==> src/rtl/fifo_upsize_pkg.sv <==
// Shared types and the halfword packing helper for the 16-to-32 upsizing FIFO.
package fifo_upsize_pkg;

  localparam int HALF_W = 16;
  localparam int WORD_W = 32;

  typedef logic [HALF_W-1:0] half_t;
  typedef logic [WORD_W-1:0] word_t;

  // Older halfword lands in the upper half so a split/pack round trip is lossless.
  function automatic word_t pack_halves(half_t hi, half_t lo);
    return {hi, lo};
  endfunction

endpackage

==> src/rtl/fifo_upsize_mem.sv <==
// DEPTH x 16 storage: one synchronous write port, two asynchronous read ports
// at rd_addr and rd_addr+1 (wrapping mod DEPTH).
module fifo_upsize_mem
  import fifo_upsize_pkg::*;
#(
  parameter int DEPTH = 8,
  localparam int PTR_W = $clog2(DEPTH)
) (
  input  logic             clk,
  input  logic             wr_en,
  input  logic [PTR_W-1:0] wr_addr,
  input  half_t            wr_data,
  input  logic [PTR_W-1:0] rd_addr,
  output half_t            rd_data [2]
);

  half_t mem [DEPTH];

  // Contents are deliberately not reset; validity is tracked by the count.
  always_ff @(posedge clk) begin
    if (wr_en) begin
      mem[wr_addr] <= wr_data;
    end
  end

  genvar gi;
  generate
    for (gi = 0; gi < 2; gi++) begin : g_rd
      assign rd_data[gi] = mem[rd_addr + PTR_W'(gi)];
    end
  endgenerate

endmodule

==> src/rtl/fifo_upsize.sv <==
// 16-to-32 bit packing FIFO: two halfwords in, one word out, first halfword in [31:16].
// Optional macro FIFO_UPSIZE_FLUSH_EN adds a flush input that drains a trailing odd halfword.
module fifo_upsize
  import fifo_upsize_pkg::*;
#(
  parameter int DEPTH = 8
) (
  input  logic              clk,
  input  logic              rst,
`ifdef FIFO_UPSIZE_FLUSH_EN
  input  logic              flush,
`endif
  input  logic [HALF_W-1:0] data_in,
  input  logic              data_in_vld,
  output logic              data_in_rdy,
  output logic [WORD_W-1:0] data_out,
  output logic              data_out_vld,
  input  logic              data_out_rdy
);

  localparam int PTR_W = $clog2(DEPTH);
  localparam logic [PTR_W:0] DEPTH_C = (PTR_W+1)'(DEPTH);

  logic [PTR_W-1:0] wr_ptr_reg, wr_ptr_next;
  logic [PTR_W-1:0] rd_ptr_reg, rd_ptr_next;
  logic [PTR_W:0]   count_reg, count_next;
  logic [PTR_W-1:0] pop_step;
  logic             push, pop, pair_ready, in_block, drain_odd;
  half_t            rd_data [2];

`ifdef FIFO_UPSIZE_FLUSH_EN
  logic flush_pend_reg, flush_pend_next;
`endif

  fifo_upsize_mem #(.DEPTH(DEPTH)) u_mem (
    .clk     (clk),
    .wr_en   (push),
    .wr_addr (wr_ptr_reg),
    .wr_data (data_in),
    .rd_addr (rd_ptr_reg),
    .rd_data (rd_data)
  );

  // While flushing, input is blocked and a lone halfword is emitted zero-padded.
  always_comb begin
    in_block  = 1'b0;
    drain_odd = 1'b0;
`ifdef FIFO_UPSIZE_FLUSH_EN
    in_block  = flush_pend_reg;
    drain_odd = flush_pend_reg && (count_reg == (PTR_W+1)'(1));
`endif
  end

  assign pair_ready   = (count_reg >= (PTR_W+1)'(2));
  assign data_in_rdy  = (count_reg < DEPTH_C) && !in_block;
  assign data_out_vld = pair_ready || drain_odd;
  assign data_out     = pair_ready ? pack_halves(rd_data[0], rd_data[1]) :
                        drain_odd  ? pack_halves(rd_data[0], '0) : '0;

  assign push     = data_in_vld && data_in_rdy;
  assign pop      = data_out_vld && data_out_rdy;
  assign pop_step = drain_odd ? PTR_W'(1) : PTR_W'(2);

  always_comb begin
    wr_ptr_next = wr_ptr_reg;
    rd_ptr_next = rd_ptr_reg;
    count_next  = count_reg;
    if (push) begin
      wr_ptr_next = wr_ptr_reg + PTR_W'(1);
      count_next  = count_next + (PTR_W+1)'(1);
    end
    if (pop) begin
      rd_ptr_next = rd_ptr_reg + pop_step;
      count_next  = count_next - {1'b0, pop_step};
    end
  end

`ifdef FIFO_UPSIZE_FLUSH_EN
  always_comb begin
    flush_pend_next = flush_pend_reg;
    if (flush_pend_reg && (count_next == '0)) begin
      flush_pend_next = 1'b0;
    end else if (flush && !flush_pend_reg) begin
      flush_pend_next = 1'b1;
    end
  end

  always_ff @(posedge clk or posedge rst) begin
    if (rst) begin
      flush_pend_reg <= 1'b0;
    end else begin
      flush_pend_reg <= flush_pend_next;
    end
  end
`endif

  always_ff @(posedge clk or posedge rst) begin
    if (rst) begin
      wr_ptr_reg <= '0;
      rd_ptr_reg <= '0;
      count_reg  <= '0;
    end else begin
      wr_ptr_reg <= wr_ptr_next;
      rd_ptr_reg <= rd_ptr_next;
      count_reg  <= count_next;
    end
  end

endmodule

==> config.mk <==
export PLATFORM = sky130hd
export DESIGN_NAME = fifo_upsize
export DESIGN_NICKNAME = d
export VERILOG_FILES = /design/src/rtl/fifo_upsize_pkg.sv /design/src/rtl/fifo_upsize_mem.sv /design/src/rtl/fifo_upsize.sv
export SDC_FILE = /design/constraint.sdc
export NUM_CORES = 1
export LEC_CHECK = 0
export ABC_AREA = 1
export CAP_MARGIN = 20
export CORE_MARGIN = 2
export CORE_UTILIZATION = 51
export DETAILED_ROUTE_END_ITERATION = 12
export GPL_ROUTABILITY_DRIVEN = 0
export HOLD_SLACK_MARGIN = 0.08
export MAX_ROUTING_LAYER = met4
export PLACE_DENSITY_LB_ADDON = 0.1
export SYNTH_ARGS = -nofsm -noshare
export SYNTH_HDL_FRONTEND = slang
export SYNTH_SLANG_ARGS = --single-unit
==> constraint.sdc <==
create_clock -name clk -period 1.9 [get_ports clk]
set_input_delay 0.38 -clock clk [delete_from_list [all_inputs] [get_ports clk]]
set_output_delay 0.38 -clock clk [all_outputs]
set_load 0.01 [all_outputs]
**Run 1: the metal 1 layer**

The bar under the picture is 20 um long. Supply wires on this layer in gray. Cells faint in the background.
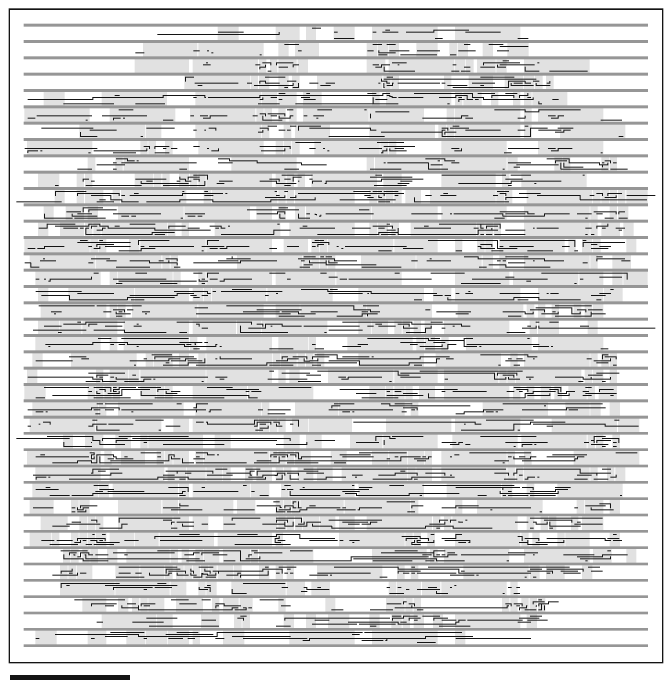
share of all routed wire = 43%
main direction = horizontal
GR Util met1: 28.6%
Routed WL: 12200 um
via count: 3869

**Run 1: routing congestion**

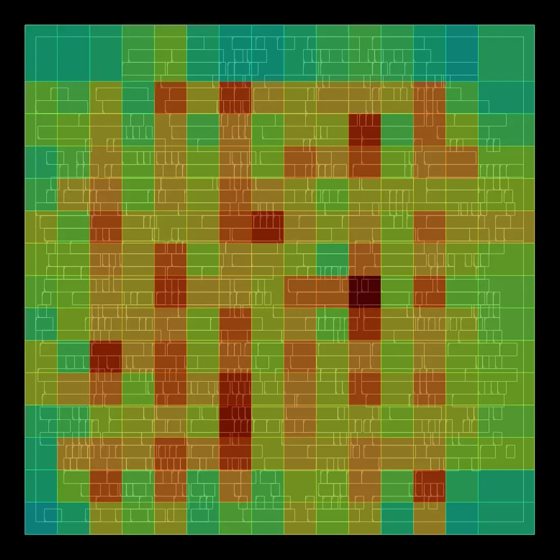
met3 Resource Use GR: 5.55%
met2 Usage GRT: 36.7%
gr usage total: 23.1%

**Run 1: sequential cells colored by netlist name**

The bar under the picture is 20 um long.
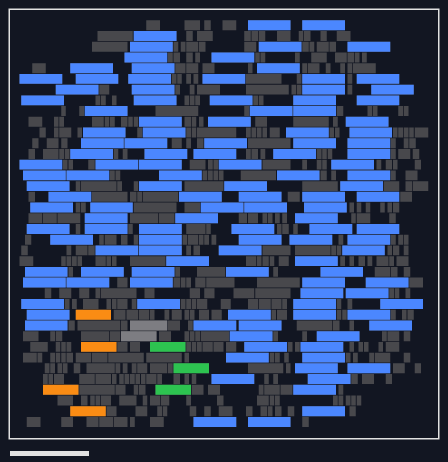
`wr_ptr_reg` -> green  # flops 3
`count_reg` -> orange  # flops 4, where south-west
`u_mem.mem` -> blue  # flops 128, where spread over the die
not colored = 2
FF+latch area: 4070 sq um
flop share of the area: 54.4%
final core utilization: 69.7%
Seq power: 3.85 mW

**Run 1: metal layers overlaid**

Two of the layers only.
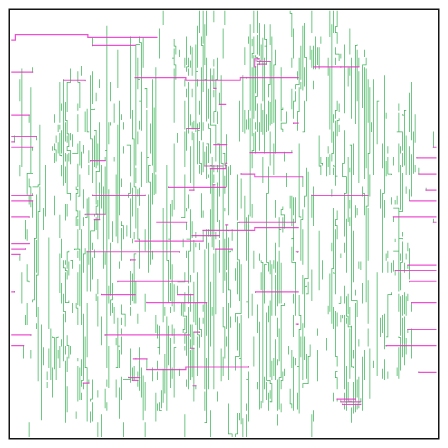
metal 3 -> magenta  # wire length 589 um
metal 2 -> green  # wire length 6130 um
detail-routed net length per standard cell: 16.3 um

==> results.py, run 1 <==
# Flow results
metrics = {
    "logic_synthesis": {
        "yosysSeqAreaShare_pct": 72.9,
        "synthTopLogicFamily": "simple AND/OR/NAND/NOR gates",
        "ys_ff": 137,
        "xor_share_pct": 0.628,
    },
    "critical_path": {
        "start_kind": "register",
        "crit_fanout": 6,
        "critPathKind": "reg2out",
    },
    "die": {
        "io_pins": 54,
        "dieHeight_um": 109,
        "rows": 38,
        "die_x_um": 109,
        "dieArea_sq_um": 11800,
        "core_sq_um": 10700,
        "fp_util_pct": 51.9,
    },
    "final_timing": {
        "max_freq_mhz": 449,
        "setup_ws_ns": -0.329,
        "setup_viol": 33,
        "fin_setup_tns_ns": -10.13,
    },
    "global_route": {
        "grt_pass1_vias": 3782,
    },
    "job": {
        "cap_violations": 0,
        "tool_warnings": 30,
    },
    "layout": {
        "num_antenna_cells": 0,
        "fin_area_sq_um": 7490,
        "largest_register_ffs": 128,
    },
    "outcome": {
        "status": "complete, but fails checks",
        "violations": "setup timing",
    },
    "power_and_ir_drop": {
        "leakage_nw": 2.95,
        "total_power_mw": 12.7,
        "power.density_nw_per_um2": 1700,
    },
    "placed_design": {
        "port_buffers": 53,
        "place_ws_ns": -0.271,
        "dpl_cell_area_sq_um": 6620,
    },
    "clocking": {
        "cts_max_level": 4,
    },
    "route": {
        "viasPerCell": 5.17,
    },
}
run 1: critical path: stages (launching register included):
cell and delay (ns):
dfrtp_1 0.42, ha_4 0.18, nor2_4 0.11, nand2_4 0.08, inv_6 0.09, buf_12 0.15, buf_6 0.12, a21oi_2 0.03
buf_2 0.14
run 1: worst paths after layout:
kind / start / endpoint / slack [ns] / depth (start not counted)
setup / recovery: count_reg[1] / data_out[1] / -0.33 / 8
hold / removal: rst / count_reg[0] / 0.12 / 2
setup reg to reg: count_reg[3] / u_mem.mem[0][5] / 0.15 / 6
hold reg to reg: wr_ptr_reg[0] / wr_ptr_reg[0] / 0.54 / 2
max in group asynchronous: rst / rd_ptr_reg[1] / 1.48 / 2
min in group clk: data_out_rdy / count_reg[3] / 0.54 / 4
run 1: cell families after synthesis:
logic type                 Yosys count
and+or+nand+nor                    236
DFF                                137
AOI/OAI and AO/OA                   68
buffers and inverters               37
xor gates and xnor gates             4
adders and majority gates            4
run 1: final cells by class:
type                    count  area, sq um  area share, %
well taps                 140          175           2.34
repair buffers            113         1050           14.0
inverters                  14         60.1          0.802
clock inverters            14          226           3.02
flip-flops and latches    137         4070           54.4
multi-input cells         312         1490           19.9
clock buffers              18          418           5.58
run 1: cell usage in the layout, fill, tap and decap left out, types with 2 or more instances in the layout:
cell / count
buf_16: 2
a21oi_1: 2
clkdlybuf4s50_1: 19
buf_6: 17
clkbuf_16: 17
xor2_1: 3
o21ai_0: 11
bufinv_16: 6
ha_1: 3
dfrtp_1: 8
a21oi_2: 28
inv_6: 2
inv_1: 10
clkinv_1: 4
buf_4: 34
nand3_1: 3
nand2_1: 153
clkinvlp_4: 3
nor2_1: 76
inv_2: 2
o21ai_1: 24
buf_2: 30
buf_12: 8
edfxtp_1: 128
a21oi_4: 3
run 1: layer usage:
metal  GRT usage, %  wire length, um
met5              -                0
met4           9.43              295
met3           5.55              588
met2           36.7             6130
met1           28.6             5200
run 1: synthesized netlist by cell type:
cell | n | area, sq um
o21ai_0 | 15 | 75.1
edfxtp_1 | 128 | 3840
ha_1 | 4 | 50.1
or2_2 | 1 | 6.26
clkbuf_1 | 5 | 18.8
a21oi_1 | 33 | 165
inv_2 | 2 | 7.51
nor2_1 | 77 | 289
clkbuf_2 | 1 | 5.00
xor2_1 | 3 | 26.3
dfrtp_1 | 9 | 225
inv_1 | 12 | 45.0
o21ai_1 | 20 | 100
buf_6 | 3 | 33.8
buf_4 | 4 | 30.0
nand3_1 | 3 | 15.0
nand2_1 | 154 | 578
xnor2_1 | 1 | 8.76
buf_2 | 10 | 50.1
nand3b_1 | 1 | 7.51
run 1: power breakdown:
| group | leakage [nW] | total, mW | switching [mW] | internal, mW |
|---|---|---|---|---|
| combinational | 1.39 | 5.31 | 2.95 | 2.36 |
| clock | 0.302 | 3.56 | 1.18 | 2.38 |
| sequential | 1.26 | 3.85 | 0.147 | 3.70 |
| total | 2.95 | 12.7 | 4.27 | 8.44 |
run 1: timing repair:
item	in CTS	in global routing
buffers inserted	6	2
gates cloned	3	1
gates resized	190	14
pin swaps	3	4
setup endpoints to repair	34	33
==> run 2: changes to the inputs <==
--- a/config.mk
+++ b/config.mk
@@ -6,6 +6,7 @@
 export NUM_CORES = 1
 export LEC_CHECK = 0
 export ABC_AREA = 1
+export ABC_CLOCK_PERIOD_IN_PS = 1900
 export CAP_MARGIN = 20
 export CORE_MARGIN = 2
 export CORE_UTILIZATION = 51
**Run 2: sequential cells colored by netlist name**

The bar under the picture is 20 um long.
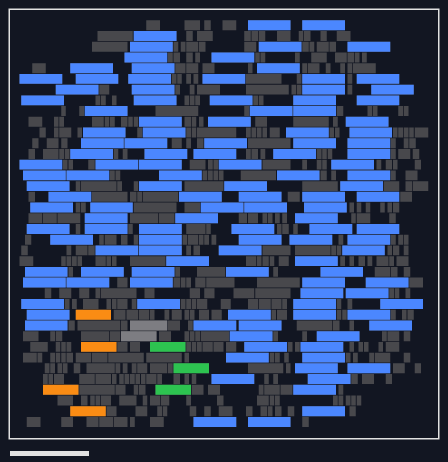
`wr_ptr_reg` -> green  # flops 3
`count_reg` -> orange  # flops 4, where south-west
`u_mem.mem` -> blue  # flops 128, where spread over the die
not colored = 2

==> run 2 against run 1 <==
Against the previous run: the flow still finishes with violations (setup timing); clock-buffer cell count unchanged; utilization unchanged; combinational power about the same; clock skew unchanged; sequential share of layout area unchanged; power unchanged; critical path depth unchanged; die area unchanged; global-route usage unchanged; synthesized cell count unchanged; critical endpoint unchanged.
==> results.py, run 2 <==
# Flow results
metrics = {
    "outcome": {
        "status": "complete, but fails checks",
        "violations": "setup timing",
    },
    "logic_synthesis": {
        "async_flop_share_pct": 6.57,
        "ys_ff": 137,
        "xor_share_pct": 0.628,
        "flop_cell": "edfxtp_1",
        "yosysSeqAreaShare_pct": 72.9,
        "synth.largest_area_cell": "edfxtp_1",
        "synthTopCellsByCount": "154 x nand2_1, 128 x edfxtp_1, 77 x nor2_1",
        "synthTopLogicFamily": "simple AND/OR/NAND/NOR gates",
        "area_leaders": "edfxtp_1 69%, nand2_1 10%, nor2_1 5.2%",
        "synth_top_area_share_pct": 68.9,
        "edf_count": 128,
        "top_cell": "nand2_1",
    },
    "power_and_ir_drop": {
        "power.density_nw_per_um2": 1700,
        "swShare_pct": 33.6,
        "p_seq_share_pct": 30.3,
        "leakage_nw": 2.95,
        "clkPwrFrac_pct": 28.0,
        "total_power_mw": 12.7,
        "p_int_mw": 8.44,
    },
    "die": {
        "die_x_um": 109,
        "io_pins": 54,
        "fp_util_pct": 51.9,
        "dieHeight_um": 109,
        "rows": 38,
    },
    "final_timing": {
        "setup_viol": 33,
        "fin_setup_tns_ns": -10.13,
        "max_freq_mhz": 449,
        "setup_ws_ns": -0.329,
    },
    "layout": {
        "final_cell_mix": "153 x nand2_1, 128 x edfxtp_1, 76 x nor2_1",
        "largest_register_ffs": 128,
        "num_antenna_cells": 0,
        "layout_top_cell": "nand2_1",
        "nets": 619,
        "fin_area_sq_um": 7490,
    },
    "placed_design": {
        "port_buffers": 53,
        "place_ws_ns": -0.271,
        "dpl_cell_area_sq_um": 6620,
    },
    "critical_path": {
        "start_kind": "register",
        "r2r_slack_ns": 0.15,
        "reg2reg_depth": 6,
        "reg2reg_to": "u_mem.mem[0][5]",
    },
    "route": {
        "wirelength_um": 12200,
        "num_vias": 3869,
        "drt_iter0_drc": 290,
        "viasPerCell": 5.17,
    },
    "global_route": {
        "globalRouteTotalUtil_pct": 23.1,
    },
    "clocking": {
        "cts_max_level": 4,
    },
    "job": {
        "cap_violations": 0,
    },
}
**Run 2: metal layers overlaid**

Two of the layers only.
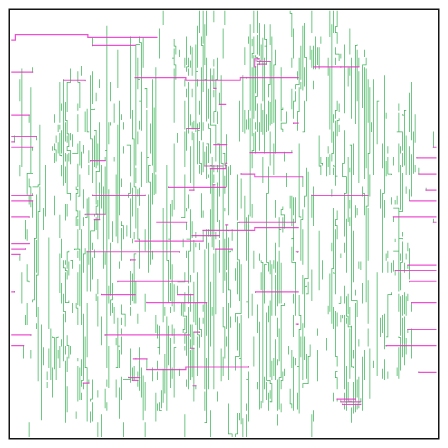
metal 3 -> magenta  # wire length 589 um
metal 2 -> green  # wire length 6130 um

run 2: cell counts after synthesis:
Identical to the previous run, type by type.
run 2: layout make-up:
type / count / area (sq um)
Clock inverter: 14 / 226
Multi-Input combinational cell: 312 / 1490
Inverter: 14 / 60.1
Fill cell: 790 / 3260
Sequential cell: 137 / 4070
Tap cell: 140 / 175
Timing Repair Buffer: 113 / 1050
Clock buffer: 18 / 418
run 2: power by group through the flow:
| stage | Clock (mW) | Sequential [mW] | Combinational, mW |
|---|---|---|---|
| final | 3.56 | 3.85 | 5.31 |
| after global routing | 3.71 | 3.88 | 5.80 |
| after CTS | 3.60 | 3.84 | 5.17 |
| after detailed placement | 0 | 3.89 | 4.84 |
| after global placement | 0 | 3.88 | 4.78 |
| after floorplan | 0 | 3.87 | 2.50 |
run 2: how the worst max path moves through the flow:
| stage | cells after the start | start | endpoint |
|---|---|---|---|
| 5_1_grt | 7 | rd_ptr_reg[1] | data_out[0] |
| 3_5_place_dp | 7 | rd_ptr_reg[1] | data_out[31] |
| 2_1_floorplan | 4 | count_reg[3] | u_mem.mem[4][0] |
| 3_3_place_gp | 7 | rd_ptr_reg[1] | data_out[31] |
| 6_report | 8 | count_reg[1] | data_out[1] |
| 4_1_cts | 9 | count_reg[1] | data_out[15] |
run 2: repair_timing:
| item | CTS | global route |
|---|---|---|
| buffers inserted | 6 | 2 |
| pin swaps | 3 | 4 |
| endpoints found under the setup margin | 34 | 33 |
| gates cloned | 3 | 1 |
| resized | 190 | 14 |
run 2: cell families (layout without fill, tap and decap cells):
kind of cell / count (synthesis) / in the layout
flops: 137 / 137
xor+xnor: 4 / 4
simple gates: 236 / 236
buf+inv: 37 / 159
fa+ha+maj: 4 / 4
compound gates: 68 / 68
run 2: metal layers:
layer	GRT usage [%]	share of wire [%]	vias up
met2	36.7	50	115
met3	5.55	4.8	27
met1	28.6	43	1856
li1	-	-	1871
met4	9.43	2.4	0
met5	-	0	-
run 2: critical path, stage by stage, from the launching register on:
cell and delay [ns]:
dfrtp_1 0.42, ha_4 0.18, nor2_4 0.11, nand2_4 0.08
inv_6 0.09, buf_12 0.15, buf_6 0.12, a21oi_2 0.03
buf_2 0.14
run 2: per-stage QoR:
step                      utilization, %  std cells  hold WS (ns)
after global placement              61.6        707         0.517
final                               69.7        748         0.125
after detailed placement            61.6        707         0.533
after CTS                           69.2        748         0.123
after floorplan                        -        486         0.208
after global routing                69.7        748         0.149
**Run 2: the metal 1 layer**

The bar under the picture is 20 um long. Supply wires on this layer in gray. Cells faint in the background.
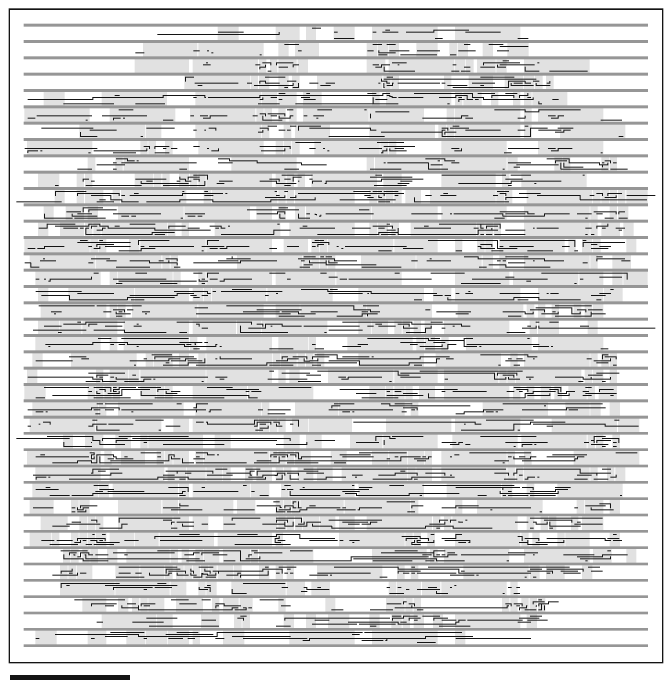

==> run 3: changes to the inputs <==
--- a/config.mk
+++ b/config.mk
@@ -9,8 +9,9 @@
 export ABC_CLOCK_PERIOD_IN_PS = 1900
 export CAP_MARGIN = 20
 export CORE_MARGIN = 2
-export CORE_UTILIZATION = 51
+export CORE_UTILIZATION = 55
 export DETAILED_ROUTE_END_ITERATION = 12
+export DONT_BUFFER_PORTS = 1
 export GPL_ROUTABILITY_DRIVEN = 0
 export HOLD_SLACK_MARGIN = 0.08
 export MAX_ROUTING_LAYER = met4
**Run 3: the metal 1 layer**

The bar under the picture is 20 um long. Supply wires on this layer in gray. Cells faint in the background.
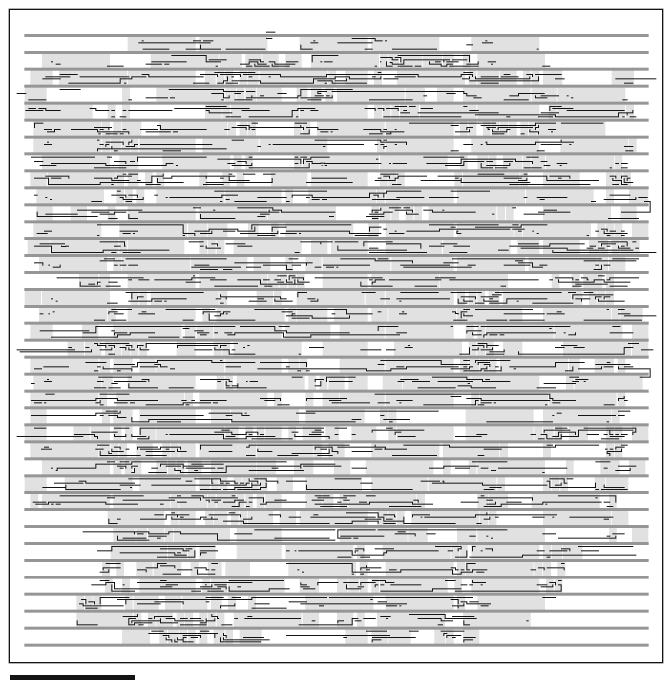
wire length on this layer = 4980 um
share of all routed wire = 40%
nets with wire on the layer = 550
longest straight run = 29.4 um
GR Util met1: 29.9%
Routed WL: 12500 um
via count: 3801

**Run 3: port wiring**

The bar under the picture is 20 um long.
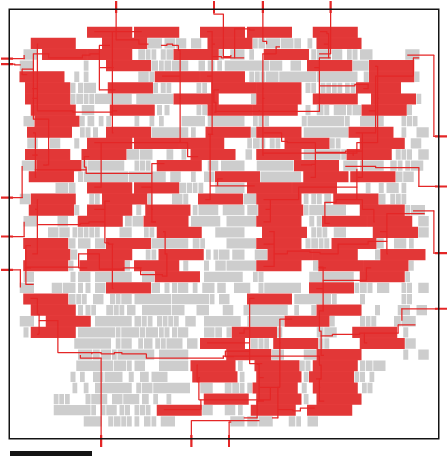
`data_in` -> red  # direction input, edge 5 west, 4 north, 4 east, 3 south, end cells 128, buffers 16, wire 1430 um

==> run 3 against run 2 <==
Against the previous run: the flow still finishes with violations (setup timing); clock skew grew 0.0046 ns; area after synthesis is the same; critical path depth is the same; clock-buffer cell count is the same; final cell count shrank 4.3%; combinational power shrank 2%; clock power shrank 2%; largest power group unchanged.
==> results.py, run 3 <==
# Flow results
metrics = {
    "logic_synthesis": {
        "ys_ff": 137,
        "synth.largest_area_cell": "edfxtp_1",
        "synth_top_area_share_pct": 68.9,
        "flop_cell": "edfxtp_1",
        "top_cell": "nand2_1",
        "async_flop_share_pct": 6.57,
        "area_leaders": "edfxtp_1 69%, nand2_1 10%, nor2_1 5.2%",
        "yosysSeqAreaShare_pct": 72.9,
        "synthTopCellsByCount": "154 x nand2_1, 128 x edfxtp_1, 77 x nor2_1",
        "edf_count": 128,
    },
    "layout": {
        "layout_top_cell": "nand2_1",
        "final_cell_mix": "152 x nand2_1, 128 x edfxtp_1, 75 x nor2_1",
        "nets": 594,
    },
    "route": {
        "viasPerCell": 5.31,
    },
    "critical_path": {
        "r2r_slack_ns": 0.12,
    },
    "outcome": {
        "status": "complete, but fails checks",
        "violations": "setup timing",
    },
    "job": {
        "cap_violations": 0,
    },
    "die": {
        "dieHeight_um": 105,
        "io_pins": 54,
        "die_x_um": 105,
        "rows": 36,
    },
    "final_timing": {
        "setup_ws_ns": -0.359,
        "setup_viol": 33,
    },
    "power_and_ir_drop": {
        "leakage_nw": 2.85,
    },
    "global_route": {
        "globalRouteTotalUtil_pct": 24.0,
    },
    "clocking": {
        "cts_max_level": 4,
    },
    "placed_design": {
        "port_buffers": 0,
    },
}
run 3: cell count changes in the layout (fill, tap and decap cells not counted), sizes merged:
cell,previous run,this run
clkdlybuf4s50,19,0
buf,92,68
dlygate4sd3,0,18
clkbuf,19,20
clkinv,4,5
dlygate4sd2,1,0
bufinv,6,5
run 3: what timing repair did:
| item | 4_1_cts | 5_1_grt |
|---|---|---|
| pin swaps | 2 | 2 |
| hold endpoints to repair | 139 | 0 |
| hold buffers | 18 | 0 |
| buffers inserted | 8 | 2 |
| cloned | 3 | 2 |
| setup endpoints to repair | 33 | 46 |
| gates resized | 41 | 18 |
run 3: stage by stage:
stage               hold slack [ns]  TNS, ns  std cells  instance area [sq um]  util [%]
finish                        0.153    -9.83        716                   7350      74.8
global placement              0.270        0        652                   6120      62.3
floorplan                     0.208    -9.90        486                   5580         -
CTS                           0.134   -10.13        713                   7250      73.8
global route                  0.163   -12.03        716                   7350      74.8
detailed placement            0.273        0        652                   6120      62.3
run 3: critical path: stages, from the launching register on:
cell	delay [ns]
dfrtp_1	0.42
ha_4	0.18
nor2_4	0.09
nand2_2	0.08
inv_4	0.11
buf_12	0.13
buf_16	0.14
a21oi_2	0.04
buf_4	0.14
run 3: path summary, 6_finish.rpt:
check | endpoint | startpoint | cells after the start
min in group asynchronous | wr_ptr_reg[0] | rst | 2
min reg2reg | wr_ptr_reg[0] | wr_ptr_reg[0] | 2
max reg2reg | u_mem.mem[2][3] | count_reg[3] | 5
max | data_out[15] | count_reg[1] | 8
max in group asynchronous | rd_ptr_reg[1] | rst | 2
min | wr_ptr_reg[1] | data_in_vld | 4
run 3: area by class of cell:
type | count | area, sq um
multi-input combinational | 312 | 1490
clock buffer | 18 | 418
clock inverter | 14 | 220
sequential | 137 | 4070
fill | 644 | 2470
inverter | 14 | 62.6
timing repair buffer | 88 | 923
tap | 133 | 166
run 3: routing by layer:
metal | track usage (%) | vias to the layer above | wire length [um]
met5 | - | - | 0
met4 | 7.90 | 0 | 202
met3 | 5.61 | 18 | 844
met2 | 39.3 | 142 | 6460
met1 | 29.9 | 1820 | 4980
li1 | - | 1821 | -
run 3: power breakdown:
part / leakage (nW) / switching (mW) / internal (mW)
Clock: 0.300 / 1.23 / 2.27
Combinational: 1.28 / 2.91 / 2.32
Sequential: 1.26 / 0.167 / 3.70
run 3: cell families after synthesis:
| logic type | count (synthesis) | synth area share (%) |
|---|---|---|
| buffers and inverters | 37 | 3.41 |
| flip-flops | 137 | 72.9 |
| XOR/XNOR | 4 | 0.628 |
| adder cells (fa/ha/maj) | 4 | 0.897 |
| AND/OR/NAND/NOR | 236 | 16.1 |
| AND-OR/OR-AND | 68 | 6.10 |
No activity file was given, so power comes from the tool's default toggle rates.
